==> config.mk <==
export PLATFORM = sky130hd
export DESIGN_NAME = pipeline_hazard_unit
export DESIGN_NICKNAME = d
export VERILOG_FILES = /design/src/rtl/pipeline_hazard_unit.sv
export SDC_FILE = /design/constraint.sdc
export NUM_CORES = 1
export LEC_CHECK = 0
export CAP_MARGIN = 25
export CORE_AREA = 2 2 39 41
export CTS_CLUSTER_SIZE = 16
export DETAILED_ROUTE_END_ITERATION = 7
export DIE_AREA = 0 0 41 43
export GPL_TIMING_DRIVEN = 1
export PLACE_DENSITY = 0.72
export SLEW_MARGIN = 30
export SYNTH_ARGS = -nofsm -noshare
export SYNTH_HDL_FRONTEND = slang
export SYNTH_SLANG_ARGS = --single-unit
==> constraint.sdc <==
create_clock -name CLK -period 2.07 [get_ports CLK]
set_clock_uncertainty 0.1 [all_clocks]
set_input_delay 0.207 -clock CLK [delete_from_list [all_inputs] [get_ports CLK]]
set_output_delay 0.207 -clock CLK [all_outputs]
set_load 0.05 [all_outputs]
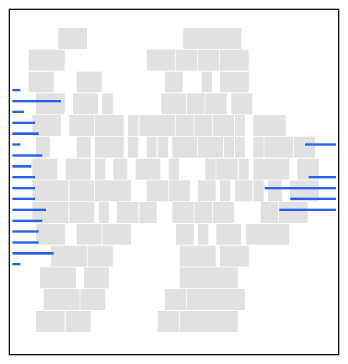
Fig. 1. M3 wires (run 1).
Scale: 8 px per um. Cells faint in the background.
The layer carries 73.3 um of wire. The longest straight run is 8.60 um. 22 nets have wire on it.
met3 usage: 0.0314
drt total wl: 1240 um
via count: 564

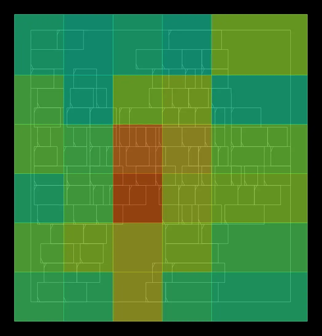
Fig. 2. Track usage over the die (run 1).
post-layout util: 0.594
GRT Total Usage: 0.156

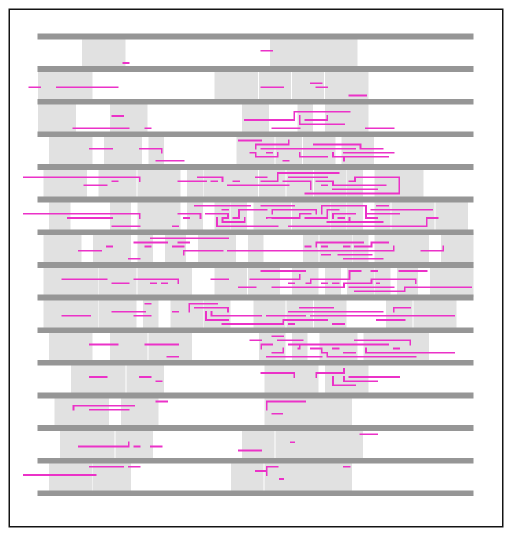
Fig. 3. Signal wires on met1 (run 1).
Scale: 12 px per um. Supply wires on this layer in grey. Cells faint in the background.
The layer holds 41% of the routed length. The layer carries 503 um of wire. The wires run mostly horizontal.
met1 global-route usage: 0.172

==> out/results.ini, run 1 <==
[timing]
slew_headroom = 0.767
setup_tns_ns = 0
hold_violations = 0
timing.fmax_mhz = 506
finalCritPeriodShare = 0.954

[floorplanning]
fp_util = 0.318
die_x_um = 41
chip_area_sq_mm = 0.00176

[yosys]
yosys.area_share.adder = 0
async_flop_share = 0
yosys-stat-area_sq_um = 440
ys_cells = 60
ff_type = dfxtp_1
synthMuxAreaShare = 0
yosysWarnings = 0
floorplan.nets = 84
largest_area_cell = xor2_1

[grt]
antenna_found_initial = 0
grt_pass1_wl_um = 1950
grt_busiest_layer = met2
grt_overflow = 0
grt_pass1_vias = 516
grt_start_max_net_pins = 10

[route]
drt-met1-wl_um = 502
drc_errors = 0
wl_met2_um = 662
drt_iter0_drc = 9
top_layer = met3
vias_per_cell = 5.04

[clock_tree]
cts_sinks = 3
clkLatencyLatePin_ns = 0.23
ctsResizeCount = 5
holdBufCountCts = 0
cts_max_level = 1
cts_setup_buffers = 0
clk_path_buf_depth = 2
cts_buffers = 3

[run_status]
outcome = complete, no violations

[min_path]
min_path_type = in2reg
holdPathStages = 5

[setup_path]
start_kind = flip-flop
worstSetupEndpointType = output pin
critPathSlowestCell = dfxtp_1
required_ns = 1.76
worstPathCellList = and3_1 -> inv_1 -> a31o_1 -> a41oi_1 -> buf_4

[layout]
final_area_sq_um = 822
largest_reg_flops = 3
fillers = 130
fin_nets = 121
final_cells = 112

[placement]
gp_congestion = 0.721
hpwl_um = 1030
portBuffers = 28

[run]
cap_violations = 0

-- run 1: power by group --
group          leakage, nW  switching [W]  total (W)  internal (W)
Clock               0.0150      0.0000290   0.000101     0.0000721
Combinational        0.339       0.000115   0.000219      0.000104
Sequential          0.0245     0.00000782  0.0000700     0.0000622
-- run 1: cell type report --
| type | count | share of cell area |
|---|---|---|
| Multi-Input combinational cell | 51 | 0.454 |
| Tap cell | 16 | 0.0244 |
| Sequential cell | 3 | 0.0731 |
| Timing Repair Buffer | 33 | 0.394 |
| Clock buffer | 4 | 0.0320 |
| Inverter | 5 | 0.0228 |
-- run 1: cell usage in the layout, fill, tap and decap left out --
cell              n
o22ai_2           1
xor2_1            9
nand2_1           5
clkdlybuf4s15_1   1
buf_4             9
clkbuf_4          3
nor2_1            7
and2_1            1
clkbuf_2          1
clkdlybuf4s50_1  12
and2b_1           1
dlygate4sd2_1     3
buf_12            1
xnor2_1           1
nor2_2            1
nand3_1           1
o22ai_1           1
and3_1            2
dlymetal6s2s_1    6
o31ai_2           1
a21oi_2           1
a31oi_1           2
nand4_1           2
nor3_2            2
a41oi_1           1
dfxtp_1           3
a221oi_1          1
a31o_1            2
a21oi_1           1
a2111oi_2         1
inv_2             1
nor3_1            1
inv_1             4
nor4_1            1
clkbuf_1          1
o31ai_1           2
a211oi_2          1
nor4_2            1
or4_4             1
-- run 1: critical path, delay by kind of cell (launching register included) --
kind	cells	cell delay, ns
AND-OR/OR-AND	2	0.37
buffers and inverters	2	0.32
flip-flops	1	0.50
AND/OR/NAND/NOR	1	0.25
-- run 1: cell families after synthesis --
logic type | after synthesis
DFF | 3
buffers and inverters | 6
AOI/OAI and AO/OA | 15
and+or+nand+nor | 26
xor gates and xnor gates | 10
Fig. 4: run 1, signal wires by layer
Scale: 12 px per um. Only two layers are drawn.
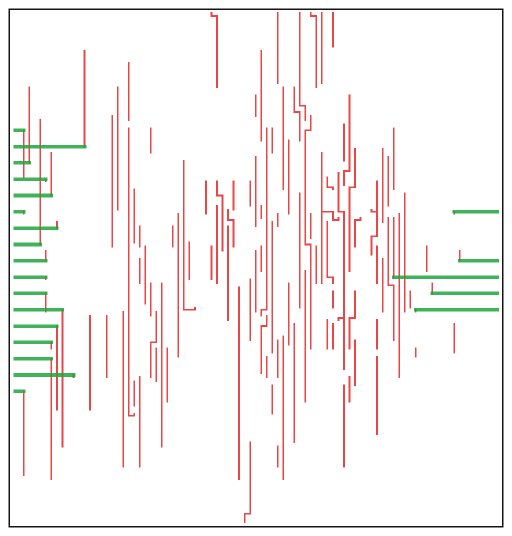

## Run 2: what changed since run 1
CTS_BUF_LIST = sky130_fd_sc_hd__clkbuf_4   (was not set)
CTS_CLUSTER_DIAMETER = 150   (was not set)
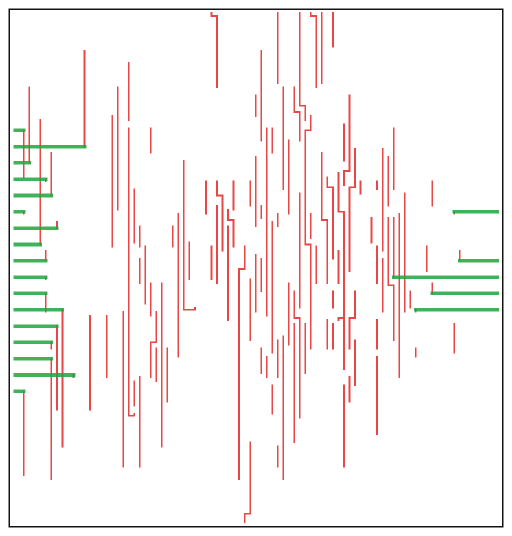
Fig. 5. Signal wires by layer (run 2).
Scale: 12 px per um. Only two layers are drawn.
Key: green = met3 [wire length 73.3 um]; red = met2 [wire length 667 um]
GRT Total Usage: 0.160
via count: 569
routed length per instance: 11.1 um

==> run 2 against run 1 <==
  * Worst hold slack about the same
  * Total power rose by 3.6%
  * Setup slack got worse by 0.00059 ns
  * Cell count is the same
  * Maximum frequency about the same
  * Global-route usage increased by 0.40 points
  * Sequential share of layout area barely moved
  * Clock power increased by about 10%
  * Register-to-register slack barely moved
  * Largest power group unchanged
  * Highest routed layer unchanged
==> out/results.ini, run 2 <==
[yosys]
async_flop_share = 0  ; unchanged
largest_area_cell = xor2_1
ff_type = dfxtp_1
yosys.area_share.adder = 0  ; unchanged
synthMuxAreaShare = 0  ; unchanged
yosysWarnings = 0  ; unchanged
ys_cells = 60  ; unchanged
floorplan.nets = 84  ; unchanged

[route]
wl_met2_um = 666  ; +0.60%
drt_iter0_drc = 9  ; unchanged
top_layer = met3
drc_errors = 0  ; unchanged
routed_wl_um = 1240  ; unchanged
vias_per_cell = 5.08  ; +0.89%
drt-met1-wl_um = 498  ; -0.80%

[run]
cap_violations = 0  ; unchanged

[grt]
met3_usage = 0.0314  ; unchanged
grt_pass1_vias = 514  ; -0.39%
antenna_found_initial = 0  ; unchanged
grt_pass1_wl_um = 1970  ; +1.1%
grt.met1_usage = 0.175  ; +0.00318
grt_start_max_net_pins = 10  ; unchanged
grt_overflow = 0  ; unchanged

[setup_path]
path_depth = 5  ; unchanged
crit_buf_inv = 2  ; unchanged
worstSetupEndpointType = output pin
start_kind = flip-flop
worstPathCellList = and3_1 -> inv_1 -> a31o_1 -> a41oi_1 -> buf_4
critPathSlowestCell = dfxtp_1

[floorplanning]
chip_area_sq_mm = 0.00176  ; unchanged

[layout]
final_area_sq_um = 826  ; +0.46%
largest_reg_flops = 3  ; unchanged
utilization = 0.597  ; +0.00271
fin_nets = 121  ; unchanged
lay_top_count = clkdlybuf4s50_1

[clock_tree]
clk_path_buf_depth = 2  ; unchanged
cts_sinks = 3  ; unchanged
clkLatencyLatePin_ns = 0.23  ; about the same
cts_buffers = 3  ; unchanged
cts_max_level = 1  ; unchanged

[timing]
finalCritPeriodShare = 0.955  ; about the same
hold_violations = 0  ; unchanged

[run_status]
outcome = complete, no violations

[placement]
hpwl_um = 1030  ; unchanged
gp_congestion = 0.721  ; unchanged

[min_path]
min_path_type = in2reg

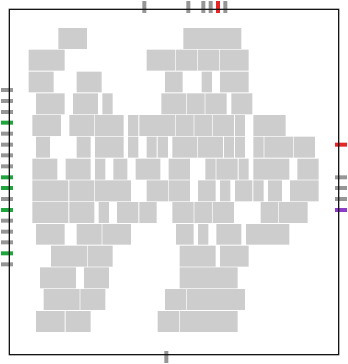
Fig. 6. Ports around the boundary (run 2).
Scale: 8 px per um. Pins as bars across the die edge, other pins in grey.
Key: green = IDRt [pins 5, direction input, edge left]; purple = Reset [pins 1, direction input, edge right]; red = AddrSel [pins 2, direction output, edge 1 top, 1 right]
Die Ht: 43 um
Die W: 41 um
Port Buffers: 28

-- run 2: cell counts after synthesis --
No cell type changed its count.
-- run 2: report_power, final --
group | leakage, nW | switching, W | internal [W]
registers | 0.0245 | 0.00000778 | 0.0000622
clock network | 0.0184 | 0.0000299 | 0.0000852
logic | 0.339 | 0.000115 | 0.000104
total | 0.382 | 0.000153 | 0.000251
-- run 2: repair_timing --
action	in CTS	in global routing
hold buffers	0	0
buffers inserted	0	1
resized	5	11
pin swaps	4	8
endpoints found under the hold margin	0	0
endpoints found under the setup margin	5	5
-- run 2: kinds of logic (layout without fill, tap and decap cells) --
logic type                Yosys count  count (layout)
buffers and inverters               6              42
DFF                                 3               3
xor gates and xnor gates           10              10
and+or+nand+nor                    26              26
AOI/OAI and AO/OA                  15              15
-- run 2: worst reg2reg max path, cell delays in order, from the launching register on --
cell       delay, ns
dfxtp_1         0.39
or4_4           0.58
nor2_2          0.11
a2111oi_2       0.05
nand4_1         0.12
o22ai_1         0.08
-- run 2: layout make-up --
cell class / count / area, sq um
fillers: 128 / 558
multi-input cells: 51 / 373
repair buffers: 33 / 324
flip-flops and latches: 3 / 60.1
clock buffers: 4 / 30.0
well taps: 16 / 20.0
inverters: 5 / 18.8
-- run 2: stage by stage --
step / TNS [ns] / instances / hold slack (ns) / total power, W
6_report: 0 / 112 / 0.416 / 0.000405
5_1_grt: -0.00580 / 112 / 0.414 / 0.000437
4_1_cts: 0 / 111 / 0.503 / 0.000405
3_5_place_dp: -0.476 / 107 / 0.564 / 0.000291
3_3_place_gp: -0.363 / 107 / 0.557 / 0.000291
2_1_floorplan: 0 / 60 / 0.184 / 0.000190
No activity file was given, so power comes from the tool's default toggle rates.
